[src/rtl/rd_tag_pkg.sv]
// rtl/rd_tag_pkg.sv - shared types and constants for the read tag tracker
package rd_tag_pkg;

    // Default build widths; the tracker parameters default to these values.
    localparam int TAG_BITS_DEF = 6;
    localparam int ID_BITS_DEF  = 16;
    localparam int NUM_TAGS     = 1 << TAG_BITS_DEF;

    typedef logic [TAG_BITS_DEF-1:0] t_tag;
    typedef logic [ID_BITS_DEF-1:0]  t_req_id;

    // INIT seeds the free list after reset, RUN is normal operation.
    typedef enum logic {
        ST_INIT = 1'b0,
        ST_RUN  = 1'b1
    } t_state;

endpackage

[src/rtl/tag_free_fifo.sv]
// rtl/tag_free_fifo.sv - free tag list, 2^TAG_BITS deep, simultaneous push and pop
module tag_free_fifo #(
    parameter int TAG_BITS = 6
) (
    input  logic                clk,
    input  logic                reset,
    input  logic                push,
    input  logic [TAG_BITS-1:0] push_tag,
    input  logic                pop,
    output logic [TAG_BITS-1:0] pop_tag,
    output logic                empty
);

    localparam int DEPTH = 1 << TAG_BITS;
    localparam logic [TAG_BITS:0] DEPTH_CNT = (TAG_BITS+1)'(DEPTH);

    logic [TAG_BITS-1:0] mem_q [DEPTH];
    logic [TAG_BITS-1:0] mem_d [DEPTH];
    logic [TAG_BITS-1:0] wr_ptr_q, wr_ptr_d;
    logic [TAG_BITS-1:0] rd_ptr_q, rd_ptr_d;
    logic [TAG_BITS:0]   count_q, count_d;
    logic                full;
    logic                do_push;
    logic                do_pop;

    assign empty   = (count_q == '0);
    assign full    = (count_q == DEPTH_CNT);
    assign pop_tag = mem_q[rd_ptr_q];

    // Pointer, occupancy and storage update; a push into a full list is only
    // taken when a pop frees a slot in the same cycle.
    always_comb begin
        mem_d    = mem_q;
        wr_ptr_d = wr_ptr_q;
        rd_ptr_d = rd_ptr_q;
        count_d  = count_q;
        do_pop   = pop & ~empty;
        do_push  = push & (~full | do_pop);
        if (do_push) begin
            mem_d[wr_ptr_q] = push_tag;
            wr_ptr_d        = wr_ptr_q + 1'b1;
        end
        if (do_pop) begin
            rd_ptr_d = rd_ptr_q + 1'b1;
        end
        case ({do_push, do_pop})
            2'b10:   count_d = count_q + 1'b1;
            2'b01:   count_d = count_q - 1'b1;
            default: count_d = count_q;
        endcase
    end

    // Control state register.
    always_ff @(posedge clk) begin
        if (reset) begin
            wr_ptr_q <= '0;
            rd_ptr_q <= '0;
            count_q  <= '0;
        end else begin
            wr_ptr_q <= wr_ptr_d;
            rd_ptr_q <= rd_ptr_d;
            count_q  <= count_d;
        end
    end

    // Tag storage; contents are meaningless while the list is empty.
    always_ff @(posedge clk) begin
        mem_q <= mem_d;
    end

endmodule

[src/rtl/rd_tag_tracker.sv]
// rtl/rd_tag_tracker.sv - host read tag allocation and response routing (optional RD_TAG_TRACKER_STATS_EN)
module rd_tag_tracker
    import rd_tag_pkg::*;
#(
    parameter int TAG_BITS  = TAG_BITS_DEF,
    parameter int ADDR_BITS = 42,
    parameter int ID_BITS   = ID_BITS_DEF,
    parameter int DATA_BITS = 512
) (
    input  logic                 clk,
    input  logic                 reset,
    input  logic                 in_valid,
    output logic                 in_ready,
    input  logic [ADDR_BITS-1:0] in_addr,
    input  logic [ID_BITS-1:0]   in_id,
    input  logic                 fiu_alm_full,
    output logic                 out_rd_en,
    output logic [ADDR_BITS-1:0] out_rd_addr,
    output logic [15:0]          out_rd_mdata,
    input  logic                 rsp_valid,
    input  logic [15:0]          rsp_mdata,
    input  logic [DATA_BITS-1:0] rsp_data,
    output logic                 cl_rsp_valid,
    output logic [ID_BITS-1:0]   cl_rsp_id,
    output logic [DATA_BITS-1:0] cl_rsp_data,
    output logic [TAG_BITS:0]    outstanding,
    output logic                 idle,
    output logic                 tag_err
`ifdef RD_TAG_TRACKER_STATS_EN
    ,
    output logic [63:0]          stat_reqs,
    output logic [TAG_BITS:0]    stat_max_out
`endif
);

    localparam int N_TAGS = 1 << TAG_BITS;

    t_state               state_q, state_d;
    logic [TAG_BITS-1:0]  init_cnt_q, init_cnt_d;
    logic [N_TAGS-1:0]    inflight_q, inflight_d;
    logic [ID_BITS-1:0]   id_table_q [N_TAGS];
    logic [ID_BITS-1:0]   id_table_d [N_TAGS];
    logic [TAG_BITS:0]    outstanding_q, outstanding_d;
    logic                 tag_err_q, tag_err_d;
    logic                 out_rd_en_q, out_rd_en_d;
    logic [ADDR_BITS-1:0] out_rd_addr_q, out_rd_addr_d;
    logic [15:0]          out_rd_mdata_q, out_rd_mdata_d;
    logic                 cl_rsp_valid_q, cl_rsp_valid_d;
    logic [ID_BITS-1:0]   cl_rsp_id_q, cl_rsp_id_d;
    logic [DATA_BITS-1:0] cl_rsp_data_q, cl_rsp_data_d;

    logic                 fifo_push;
    logic [TAG_BITS-1:0]  fifo_push_tag;
    logic                 fifo_pop;
    logic [TAG_BITS-1:0]  fifo_head;
    logic                 fifo_empty;

    logic [TAG_BITS-1:0]  rsp_tag;
    logic                 rsp_hit;
    logic                 accept;
    logic                 unused_mdata_hi;

    // Only the low tag bits of the returned metadata identify the request.
    assign rsp_tag         = rsp_mdata[TAG_BITS-1:0];
    assign unused_mdata_hi = ^rsp_mdata[15:TAG_BITS];

    // A response during INIT never matches: inflight is clear until RUN.
    assign rsp_hit  = rsp_valid & (state_q == ST_RUN) & inflight_q[rsp_tag];
    assign in_ready = (state_q == ST_RUN) & ~fifo_empty & ~fiu_alm_full;
    assign accept   = in_valid & in_ready;
    assign fifo_pop = accept;

    tag_free_fifo #(
        .TAG_BITS (TAG_BITS)
    ) u_free_fifo (
        .clk      (clk),
        .reset    (reset),
        .push     (fifo_push),
        .push_tag (fifo_push_tag),
        .pop      (fifo_pop),
        .pop_tag  (fifo_head),
        .empty    (fifo_empty)
    );

    // Next state: INIT seeds one tag per cycle, RUN follows the last seed.
    always_comb begin
        state_d    = state_q;
        init_cnt_d = init_cnt_q;
        if (state_q == ST_INIT) begin
            init_cnt_d = init_cnt_q + 1'b1;
            if (init_cnt_q == '1) begin
                state_d = ST_RUN;
            end
        end
    end

    // Tag bookkeeping, request issue and response return.
    always_comb begin
        inflight_d     = inflight_q;
        id_table_d     = id_table_q;
        outstanding_d  = outstanding_q;
        tag_err_d      = tag_err_q;
        out_rd_en_d    = accept;
        out_rd_addr_d  = out_rd_addr_q;
        out_rd_mdata_d = out_rd_mdata_q;
        cl_rsp_valid_d = rsp_hit;
        cl_rsp_id_d    = cl_rsp_id_q;
        cl_rsp_data_d  = cl_rsp_data_q;
        fifo_push      = 1'b0;
        fifo_push_tag  = init_cnt_q;

        if (state_q == ST_INIT) begin
            fifo_push = 1'b1;
        end else if (rsp_hit) begin
            fifo_push     = 1'b1;
            fifo_push_tag = rsp_tag;
        end

        if (accept) begin
            inflight_d[fifo_head] = 1'b1;
            id_table_d[fifo_head] = in_id;
            out_rd_addr_d         = in_addr;
            out_rd_mdata_d        = 16'(fifo_head);
        end

        // The accepted tag came from the free list, so it never equals the
        // in-flight tag being retired in the same cycle.
        if (rsp_hit) begin
            inflight_d[rsp_tag] = 1'b0;
            cl_rsp_id_d         = id_table_q[rsp_tag];
            cl_rsp_data_d       = rsp_data;
        end else if (rsp_valid) begin
            tag_err_d = 1'b1;
        end

        case ({accept, rsp_hit})
            2'b10:   outstanding_d = outstanding_q + 1'b1;
            2'b01:   outstanding_d = outstanding_q - 1'b1;
            default: outstanding_d = outstanding_q;
        endcase
    end

    // FSM and control registers.
    always_ff @(posedge clk) begin
        if (reset) begin
            state_q        <= ST_INIT;
            init_cnt_q     <= '0;
            inflight_q     <= '0;
            outstanding_q  <= '0;
            tag_err_q      <= 1'b0;
            out_rd_en_q    <= 1'b0;
            out_rd_addr_q  <= '0;
            out_rd_mdata_q <= '0;
            cl_rsp_valid_q <= 1'b0;
            cl_rsp_id_q    <= '0;
            cl_rsp_data_q  <= '0;
        end else begin
            state_q        <= state_d;
            init_cnt_q     <= init_cnt_d;
            inflight_q     <= inflight_d;
            outstanding_q  <= outstanding_d;
            tag_err_q      <= tag_err_d;
            out_rd_en_q    <= out_rd_en_d;
            out_rd_addr_q  <= out_rd_addr_d;
            out_rd_mdata_q <= out_rd_mdata_d;
            cl_rsp_valid_q <= cl_rsp_valid_d;
            cl_rsp_id_q    <= cl_rsp_id_d;
            cl_rsp_data_q  <= cl_rsp_data_d;
        end
    end

    // Client ID per tag; an entry is only read while its tag is in flight.
    always_ff @(posedge clk) begin
        id_table_q <= id_table_d;
    end

    assign out_rd_en    = out_rd_en_q;
    assign out_rd_addr  = out_rd_addr_q;
    assign out_rd_mdata = out_rd_mdata_q;
    assign cl_rsp_valid = cl_rsp_valid_q;
    assign cl_rsp_id    = cl_rsp_id_q;
    assign cl_rsp_data  = cl_rsp_data_q;
    assign outstanding  = outstanding_q;
    assign idle         = (state_q == ST_RUN) & (outstanding_q == '0);
    assign tag_err      = tag_err_q;

`ifdef RD_TAG_TRACKER_STATS_EN
    logic [63:0]       stat_reqs_q, stat_reqs_d;
    logic [TAG_BITS:0] stat_max_out_q, stat_max_out_d;

    // Accept count and high-water mark of tags in flight.
    always_comb begin
        stat_reqs_d    = stat_reqs_q + 64'(accept);
        stat_max_out_d = stat_max_out_q;
        if (outstanding_d > stat_max_out_q) begin
            stat_max_out_d = outstanding_d;
        end
    end

    // Statistics registers.
    always_ff @(posedge clk) begin
        if (reset) begin
            stat_reqs_q    <= '0;
            stat_max_out_q <= '0;
        end else begin
            stat_reqs_q    <= stat_reqs_d;
            stat_max_out_q <= stat_max_out_d;
        end
    end

    assign stat_reqs    = stat_reqs_q;
    assign stat_max_out = stat_max_out_q;
`endif

endmodule

[config.mk]
export PLATFORM = sky130hd
export DESIGN_NAME = rd_tag_tracker
export DESIGN_NICKNAME = d
export VERILOG_FILES = /design/src/rtl/rd_tag_pkg.sv /design/src/rtl/tag_free_fifo.sv /design/src/rtl/rd_tag_tracker.sv
export SDC_FILE = /design/constraint.sdc
export NUM_CORES = 2
export LEC_CHECK = 0
export ABC_AREA = 0
export CORE_AREA = 2 2 458 460
export CTS_BUF_LIST = sky130_fd_sc_hd__clkbuf_16
export CTS_CLUSTER_DIAMETER = 150
export DETAILED_ROUTE_END_ITERATION = 12
export DIE_AREA = 0 0 460 462
export PLACE_DENSITY_LB_ADDON = 0.1
export SLEW_MARGIN = 20
export SYNTH_ARGS = -nofsm -noshare
export SYNTH_HDL_FRONTEND = slang
export SYNTH_HIERARCHICAL = 1
export SYNTH_SLANG_ARGS = --single-unit
export TNS_END_PERCENT = 50
[constraint.sdc]
create_clock -name clk -period 4.51 [get_ports clk]
set_input_delay 0.451 -clock clk [delete_from_list [all_inputs] [get_ports clk]]
set_output_delay 0.451 -clock clk [all_outputs]
set_load 0.01 [all_outputs]
**Metal layers overlaid**

(1 px per um)
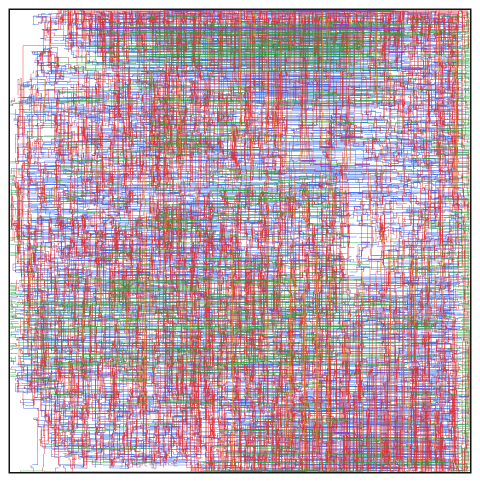
colour	layer	wire length
purple	metal 5	517 um
orange	metal 4	8910 um
green	metal 3	52.1 mm
blue	metal 1	170 mm
red	metal 2	153 mm

**Track usage over the die**

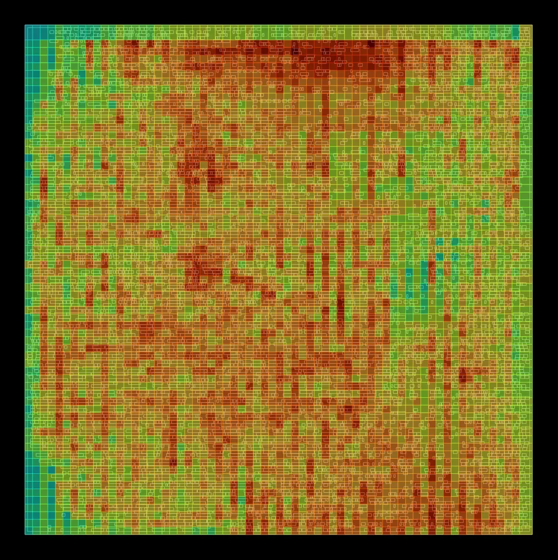
M2 GR Usage: 46.8%
Global Route met3 Usage: 14.4%
grt peak-use layer: met1

==> metrics.yaml <==
synthesis:
  top_logic_kind: "multiplexers"
  ys_sh_xor_pct: 0.274
  ys_chip_area_um2: 79900
  netlist_instances: 5753
  synth_cell_types: 81
  yosys.area.top_type: "edfxtp_1"
  synthArstFlopShare_pct: 0
  avgSynthCellArea_um2: 13.9
  fa_ha_area_share_pct: 0.213
  ys_cells: 5753
  top_cells_by_area: "edfxtp_1 (53%), dfxtp_1 (17%), mux2i_1 (7.4%)"
  mux_share_pct: 10.0
  ys_ff: 2084
  synth-compound-area-share_pct: 8.61
  ys.warnings.count: 6
  synth_top_cell_by_count: "edfxtp_1"
  ff_type: "edfxtp_1"
  edf_count: 1408
  common_cells: "edfxtp_1 (1408), nand2_1 (1176), dfxtp_1 (676)"
  synth_seq_share_pct: 69.9
  netlist.area_leader.share_pct: 52.9
  syn_area_um2: 79900
  simple_gate_area_share_pct: 7.97
min_path:
  hp-class: "input port to register"
  whs_path_depth: 3
  min_from: "in_addr[15]"
  whs_endpoint: "out_rd_addr[15]"
sta:
  fin_crit_sh_pct: 94.8
  setup_ws_ns: 0.236
  whs_ns: 0.128
  clock_skew_ns: 0.0537
  slew_headroom_pct: 34.5
  final_hold_viol_count: 0
  finalSetupViolCount: 0
  final.setup.tns_ns: 0
  min_period_ns: 4.27
  tightest_slew_ns: 0.979
  clock.fmax_mhz: 234
  slew_viol_final: 0
  rsz0062_at_grt: "no"
place:
  place_congestion: 1.11
  dpl_worst_slack_ns: 0.0131
  port-buffer-count: 1168
  dpl-instance-area_um2: 96200
  hpwl_um: 292000
  place_inst: 9551
clock_network:
  root_buffer: "clkbuf_16"
  hold_buffers: 0
  cts_buffer_depth: 3
  postCtsResizedCells: 0
  cts.clk_slew.worst_paths_ns: 0.07
  postCtsSetupBuffers: 0
  clkLatencyLatePin_ns: 0.88
  cts_buffers: 221
  cts_tree: "yes"
  h-tree-depth: 4
  clock-sinks: 2084
power:
  ir_drop_mv: 0.423
  power_uw: 40900
  power_density_nw_per_um2: 395
  leakage_uw: 0.0337
die:
  floorplan.core_util_pct: 38.4
  fp-row-count: 168
  coreArea_um2: 208000
  chipArea_um2: 213000
  die_w_um: 460
  fp.dieH_um: 462
  io_pins: 1189
critical_path:
  crit_start: "u_free_fifo/rd_ptr_q[2]"
  worstSetupEndpoint: "id_table_q[56]"
  cp-end-kind: "register"
  required_ns: 5.03
  cp.arrival_ns: 4.79
  r2r_slack_ns: 0.24
  rr_worst_depth: 9
  r2r_end: "id_table_q[56]"
  critPathLaunchType: "register"
  cp_max_fo: 16
  worstSetupPathType: "register to register"
  r2r_start: "u_free_fifo/rd_ptr_q[2]"
final_layout:
  final_util_pct: 49.7
  fin_area_um2: 103000
  nFillCells: 18100
  drive_gt1_share_pct: 11.3
  largest-register: "id_table_q"
  register_area_um2: 55800
  logic_area_um2: 21700
  final_cells: 9997
  nets: 7658
  area_growth_pct: 29.5
  largest_register_ffs: 1024
routing:
  drt_wl_total_um: 385000
  post_drt_wl_per_cell_um: 38.5
  drc: 0
  ant_nets: 0
  dr_wl_met3_um: 52100
  dr.pass1.iters: 6
  via_per_inst: 5.79
  wl_met1_um: 170000
  vias: 57800
  drt_iter0_markers: 8487
  met2_length_um: 153000
  top_layer_used: "met5"
run_status:
  status: "finished clean"
global_route:
  grt_pass1_vias: 52100
  gr-total-overflow: 0
  grt_pass1_wl_um: 495000
  grt_antenna_before_repair: 161
  grt_max_degree: 126
  grt_usage_pct: 35.1
flow_run:
  max_cap_viol_count: 0
  warnings: 66
**Metal 3**

(1 px per um)
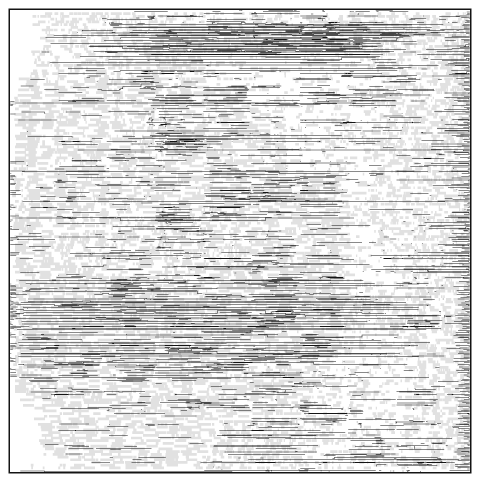
wire length on this layer	52.1 mm
share of all routed wire	14%
nets with wire on the layer	1294
main direction	horizontal

layer usage:
| metal | track usage, % | vias to the layer above |
|---|---|---|
| li1 | - | 24200 |
| met1 | 52.5 | 29700 |
| met2 | 46.8 | 3435 |
| met3 | 14.4 | 506 |
| met4 | 7.73 | 30 |
| met5 | 1.09 | - |
area by class of cell:
| class | instances | share of cell area [%] |
|---|---|---|
| antenna | 33 | 0.0798 |
| clock buffer | 222 | 5.37 |
| clock inverter | 191 | 1.51 |
| inverter | 14 | 0.0738 |
| multi-input combinational | 3236 | 21.0 |
| sequential | 2084 | 54.0 |
| tap | 2720 | 3.29 |
| timing repair buffer | 1497 | 14.7 |
power by group:
part           switching, uW  internal [uW]
registers               16.7          20400
clock network           7880          10200
logic                   1570            799
cells in the final DEF (no fill, tap or decap), types with 11 or more instances in the layout:
master and count:
diode_2 33, clkdlybuf4s50_1 1148, nand3b_1 12, buf_4 245, a22oi_1 385, nand4_1 11, nor2_1 217, o21ai_0 66
edfxtp_1 1408, clkinv_1 63, nand3_1 20, mux2i_1 594, a41oi_1 59, and3_1 16, nor2b_1 12, xor2_1 17
dfxtp_1 673, o22ai_1 24, buf_12 87, mux2_2 12, a22o_1 67, a31o_2 16, a221oi_1 64, inv_1 58
ha_1 12, clkbuf_16 222, nand2_1 1175, a21oi_1 78, mux4_2 84, a31oi_1 99, buf_2 16, clkinv_2 30
bufinv_16 23
critical path, cell delays in order, from the launching register on:
cell and delay, ns:
dfxtp_2 0.45, or3b_1 0.67, o22ai_1 0.31, a211o_1 0.27, o22ai_1 0.12, nor3_1 0.47, and3_1 0.54, nand3_1 0.39
nor2_1 0.31, buf_4 0.38
Power and IR drop assume default switching activity.
